[src/rtl/compare_pkg.sv]
// Shared definitions for the compare/accumulate datapath: mode encodings,
// the reserved-mode range and the frame FSM state type.
package compare_pkg;

  localparam int MODE_W = 3;

  localparam logic [MODE_W-1:0] MODE_EQ  = 3'd0;
  localparam logic [MODE_W-1:0] MODE_GT  = 3'd1;
  localparam logic [MODE_W-1:0] MODE_LT  = 3'd2;
  localparam logic [MODE_W-1:0] MODE_MAX = 3'd3;
  localparam logic [MODE_W-1:0] MODE_MIN = 3'd4;

  // Encodings 5..7 are reserved: the beat still flows, but yields flag 0 / val 0.
  localparam logic [MODE_W-1:0] MODE_RSV_FIRST = 3'd5;
  localparam logic [MODE_W-1:0] MODE_RSV_LAST  = 3'd7;

  typedef enum logic {
    ST_IDLE = 1'b0,
    ST_ACC  = 1'b1
  } state_t;

  // True for encodings that carry no compare operation.
  function automatic logic mode_reserved(input logic [MODE_W-1:0] m);
    return (m >= MODE_RSV_FIRST) && (m <= MODE_RSV_LAST);
  endfunction

  // True for modes whose running value tracks an extreme (max/min).
  function automatic logic mode_extreme(input logic [MODE_W-1:0] m);
    return (m == MODE_MAX) || (m == MODE_MIN);
  endfunction

endpackage

[src/rtl/cmp_sel.sv]
// Combinational comparator/selector: produces the per-beat flag and selected
// value for one mode. Also reused by the top to fold a beat into run_val.
module cmp_sel
  import compare_pkg::*;
#(
  parameter int WIDTH  = 4,
  parameter int SIGNED = 0
) (
  input  logic [WIDTH-1:0]  x,
  input  logic [WIDTH-1:0]  y,
  input  logic [MODE_W-1:0] mode,
  output logic              flag,
  output logic [WIDTH-1:0]  val
);

  logic is_eq;
  logic is_gt;
  logic is_lt;

  assign is_eq = (x == y);

  if (SIGNED != 0) begin : g_signed
    assign is_gt = ($signed(x) > $signed(y));
    assign is_lt = ($signed(x) < $signed(y));
  end else begin : g_unsigned
    assign is_gt = (x > y);
    assign is_lt = (x < y);
  end

  // Mode decode; a tie in MAX/MIN selects y with flag low.
  always_comb begin
    flag = 1'b0;
    val  = '0;
    case (mode)
      MODE_EQ: begin
        flag = is_eq;
        val  = x;
      end
      MODE_GT: begin
        flag = is_gt;
        val  = x;
      end
      MODE_LT: begin
        flag = is_lt;
        val  = x;
      end
      MODE_MAX: begin
        flag = is_gt;
        val  = is_gt ? x : y;
      end
      MODE_MIN: begin
        flag = is_lt;
        val  = is_lt ? x : y;
      end
      default: begin
        flag = 1'b0;
        val  = '0;
      end
    endcase
  end

endmodule

[src/rtl/compare_accum.sv]
// Streaming compare/accumulate block. Each accepted beat is compared in the
// selected mode and presented one cycle later through a single result
// register; beats framed by first/last also fold into run_val/run_cnt, with a
// one-cycle done pulse when a frame closes.
module compare_accum
  import compare_pkg::*;
#(
  parameter int WIDTH  = 4,
  parameter int CNT_W  = 8,
  parameter int SIGNED = 0
) (
  input  logic              clk,
  input  logic              rst_n,
  input  logic              en,
  output logic              in_ready,
  input  logic [MODE_W-1:0] mode,
  input  logic [WIDTH-1:0]  x,
  input  logic [WIDTH-1:0]  y,
  input  logic              first,
  input  logic              last,
  output logic              out_valid,
  input  logic              out_ready,
  output logic              out_flag,
  output logic [WIDTH-1:0]  out_val,
  output logic [WIDTH-1:0]  run_val,
  output logic [CNT_W-1:0]  run_cnt,
  output logic              done
);

  localparam logic [CNT_W-1:0] CNT_ONE = CNT_W'(1);
  localparam logic [CNT_W-1:0] CNT_MAX = '1;

  state_t            state;
  logic [MODE_W-1:0] mode_q;
  logic [MODE_W-1:0] eff_mode;
  logic              accept;
  logic              beat_flag;
  logic [WIDTH-1:0]  beat_val;
  logic              upd_flag;
  logic [WIDTH-1:0]  upd_val;
  logic              frame_open;
  logic              frame_end;

  // The result register can take a new beat whenever it is empty or draining.
  assign in_ready = !out_valid || out_ready;
  assign accept   = en && in_ready;

  assign frame_open = (state == ST_ACC);

  // A frame keeps the mode it started with; a first beat always re-reads it.
  assign eff_mode = (first || !frame_open) ? mode : mode_q;

  // Only a last that closes a real frame (open, or opened by this beat) ends it.
  assign frame_end = last && (first || frame_open);

  cmp_sel #(
    .WIDTH  (WIDTH),
    .SIGNED (SIGNED)
  ) u_beat (
    .x    (x),
    .y    (y),
    .mode (eff_mode),
    .flag (beat_flag),
    .val  (beat_val)
  );

  // Folding a beat into the running extreme: with the running value on y, a
  // high flag means the new beat wins; on a tie the running value is kept.
  cmp_sel #(
    .WIDTH  (WIDTH),
    .SIGNED (SIGNED)
  ) u_fold (
    .x    (beat_val),
    .y    (run_val),
    .mode (eff_mode),
    .flag (upd_flag),
    .val  (upd_val)
  );

  // Result register: load on acceptance, drop once downstream takes it.
  always_ff @(posedge clk or negedge rst_n) begin
    if (!rst_n) begin
      out_valid <= 1'b0;
      out_flag  <= 1'b0;
      out_val   <= '0;
    end else if (accept) begin
      out_valid <= 1'b1;
      out_flag  <= beat_flag;
      out_val   <= beat_val;
    end else if (out_ready) begin
      out_valid <= 1'b0;
    end
  end

  // Frame FSM with its accumulators and done pulse.
  always_ff @(posedge clk or negedge rst_n) begin
    if (!rst_n) begin
      state   <= ST_IDLE;
      mode_q  <= MODE_EQ;
      run_val <= '0;
      run_cnt <= '0;
      done    <= 1'b0;
    end else begin
      done <= accept && frame_end;
      if (accept) begin
        if (first) begin
          // A first always restarts: any open frame is silently dropped.
          mode_q  <= mode;
          run_val <= beat_val;
          run_cnt <= CNT_W'(beat_flag);
          state   <= last ? ST_IDLE : ST_ACC;
        end else if (frame_open) begin
          if (beat_flag && (run_cnt != CNT_MAX)) begin
            run_cnt <= run_cnt + CNT_ONE;
          end
          if (mode_extreme(eff_mode)) begin
            if (upd_flag) begin
              run_val <= upd_val;
            end
          end else if (!mode_reserved(eff_mode)) begin
            if (beat_flag) begin
              run_val <= x;
            end
          end
          if (last) begin
            state <= ST_IDLE;
          end
        end
      end
    end
  end

endmodule

[config.mk]
export PLATFORM = sky130hd
export DESIGN_NAME = compare_accum
export DESIGN_NICKNAME = d
export VERILOG_FILES = /design/src/rtl/compare_pkg.sv /design/src/rtl/cmp_sel.sv /design/src/rtl/compare_accum.sv
export SDC_FILE = /design/constraint.sdc
export NUM_CORES = 1
export LEC_CHECK = 0
export CAP_MARGIN = 20
export CORE_MARGIN = 1
export CORE_UTILIZATION = 46
export CTS_CLUSTER_DIAMETER = 100
export DETAILED_ROUTE_END_ITERATION = 8
export PLACE_DENSITY = 0.8
export SETUP_SLACK_MARGIN = 0.2
export SLEW_MARGIN = 20
export SYNTH_ARGS = -nofsm -noshare
export SYNTH_HDL_FRONTEND = slang
export SYNTH_SLANG_ARGS = --single-unit
export TNS_END_PERCENT = 1
[constraint.sdc]
create_clock -name clk -period 3.38 [get_ports clk]
set_clock_uncertainty 0.1 [all_clocks]
set_input_delay 0.507 -clock clk [delete_from_list [all_inputs] [get_ports clk]]
set_output_delay 0.507 -clock clk [all_outputs]
set_load 0.005 [all_outputs]
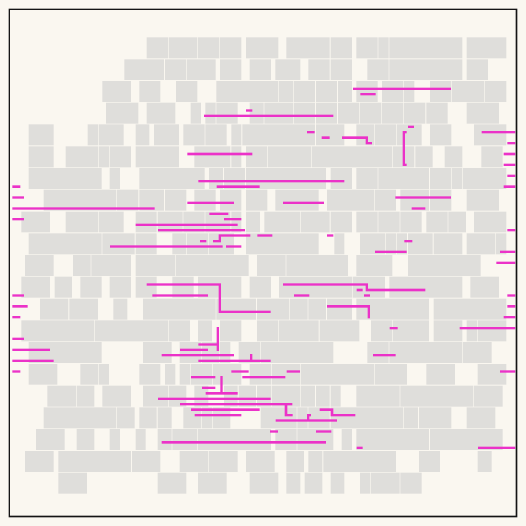
Fig. 1. M3 wires.
Scale: 8 px per µm. Cells faint in the background.
wire length on this layer	385 µm
main direction	horizontal
share of all routed wire	6.1%
nets with wire on the layer	64

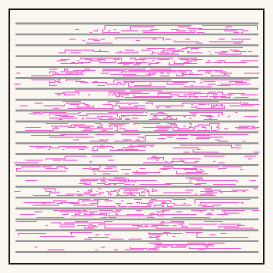
Fig. 2. Signal wires on met1.
Scale: 4 px per µm. Supply wires on this layer in grey.
main direction	horizontal
nets with wire on the layer	279

==> impl_metrics.tcl <==
# metrics dict for downstream scripts
set metrics [dict create \
    cp.arrival_ns 3.59 \
    startpoint_type "input port" \
    xor_area_share_pct 1.016 \
    pin_count 37 \
    grt_pass1_vias 1968 \
    utilization_pct 80.77 \
    drcViolationCount 0 \
    num_antenna_cells 0 \
    crit_chain "buf_6, inv_4, ha_4, nand4_1, o2111ai_2, o211ai_4, o2bb2ai_4, a22o_4, ha_4, nor2b_4, o211ai_1, a221o_1, a21o_1, a22oi_4, mux2_4" \
    dieArea_um2 3997 \
    top_area_share_pct 33.38 \
    ys_cells 175 \
    slew_violations 0 \
    total_power_mw 1.277 \
    setup_ws_ns -0.1538 \
    vdd_drop_max_v 0.0003254 \
    async_flop_share_pct 100.0 \
    worstPathMaxFanout 4 \
    violations "setup timing" \
    drt_iter0_drc 150 \
    tightestPinTransition_ns 0.8852 \
    ys.flops 23 \
    area_leaders "dfrtp_1 (33%), ha_1 (7.3%), mux2_2 (4.6%)" \
    p_seq_share_pct 31.0 \
    viasPerCell 6.247 \
    tritoncts "yes" \
    postCtsHoldBufs 0 \
    syn-cell-area_um2 1724 \
    status "finished with violations" \
    areaGrowthSynthToFinish_pct 62.48 \
    setup_viol 4 \
    gp_congestion 0.8307 \
    hpwlAfterDp_um 3584 \
    top_cell "dfrtp_1" \
    intPower_mw 0.8072 \
    synth-edff-count 0 \
    period_minus_slack_ns 3.534 \
    ys_sh_mux_pct 11.76 \
    slowest_delay_ns 0.34 \
    critPathBufInv 2 \
    path_class "in -> reg" \
    reg2reg_slack_ns 0.06 \
    yosys_warnings 0 \
    clockPowerShare_pct 13.1 \
]
routing by layer:
| layer | share of wire (%) | global-route usage [%] | vias to the layer above |
|---|---|---|---|
| li1 | - | - | 860 |
| met1 | 38 | 34.36 | 960 |
| met2 | 53 | 56.85 | 128 |
| met3 | 6.1 | 3.261 | 26 |
| met4 | 3.6 | 10.23 | 0 |
| met5 | 0 | 0 | - |
state kept, by name (all words and copies together), names as in the netlist:
name / count
done: 1
frame_open: 1
mode_q: 3
out_flag: 1
out_val: 4
out_valid: 1
run_cnt: 8
run_val: 4
cell usage in the layout, fill, tap and decap left out, drive strengths merged, types with 3 or more instances in the layout:
cell type,count
buf,69
clkdlybuf4s50,24
dfrtp,23
nand2,15
inv,11
ha,10
mux2,9
mux2i,9
a21oi,8
nor2,7
nand3,7
o21ai,6
o31ai,4
or4,4
nand2b,4
nor2b,4
nand4,3
o211a,3
clkbuf,3
o211ai,3
final cells by class:
type | instances | area, µm²
clock buffers | 3 | 41.29
fillers | 213 | 666.9
flip-flops and latches | 23 | 575.6
well taps | 46 | 57.56
clock inverters | 1 | 5.005
multi-input cells | 136 | 1244
inverters | 11 | 53.80
repair buffers | 96 | 824.5
metrics by stage:
stage / cell area (µm²) / instances
6_report: 2801 / 316
5_1_grt: 2801 / 316
4_1_cts: 2719 / 311
3_5_place_dp: 2449 / 289
3_3_place_gp: 2449 / 289
2_1_floorplan: 1794 / 175
power groups by stage:
stage	Clock [mW]	Sequential, mW	Combinational (mW)
floorplan	0	0.392	0.285
global placement	0	0.391	0.513
detailed placement	0	0.394	0.540
CTS	0.172	0.390	0.617
global route	0.182	0.404	0.751
finish	0.167	0.395	0.714
timing repair:
item,in CTS,in global routing
buffers inserted,18,5
gates resized,59,14
endpoints found under the hold margin,0,0
cloned,0,0
endpoints found under the setup margin,4,11
pin swaps,17,19
Power is estimated from default activity; no workload was simulated.
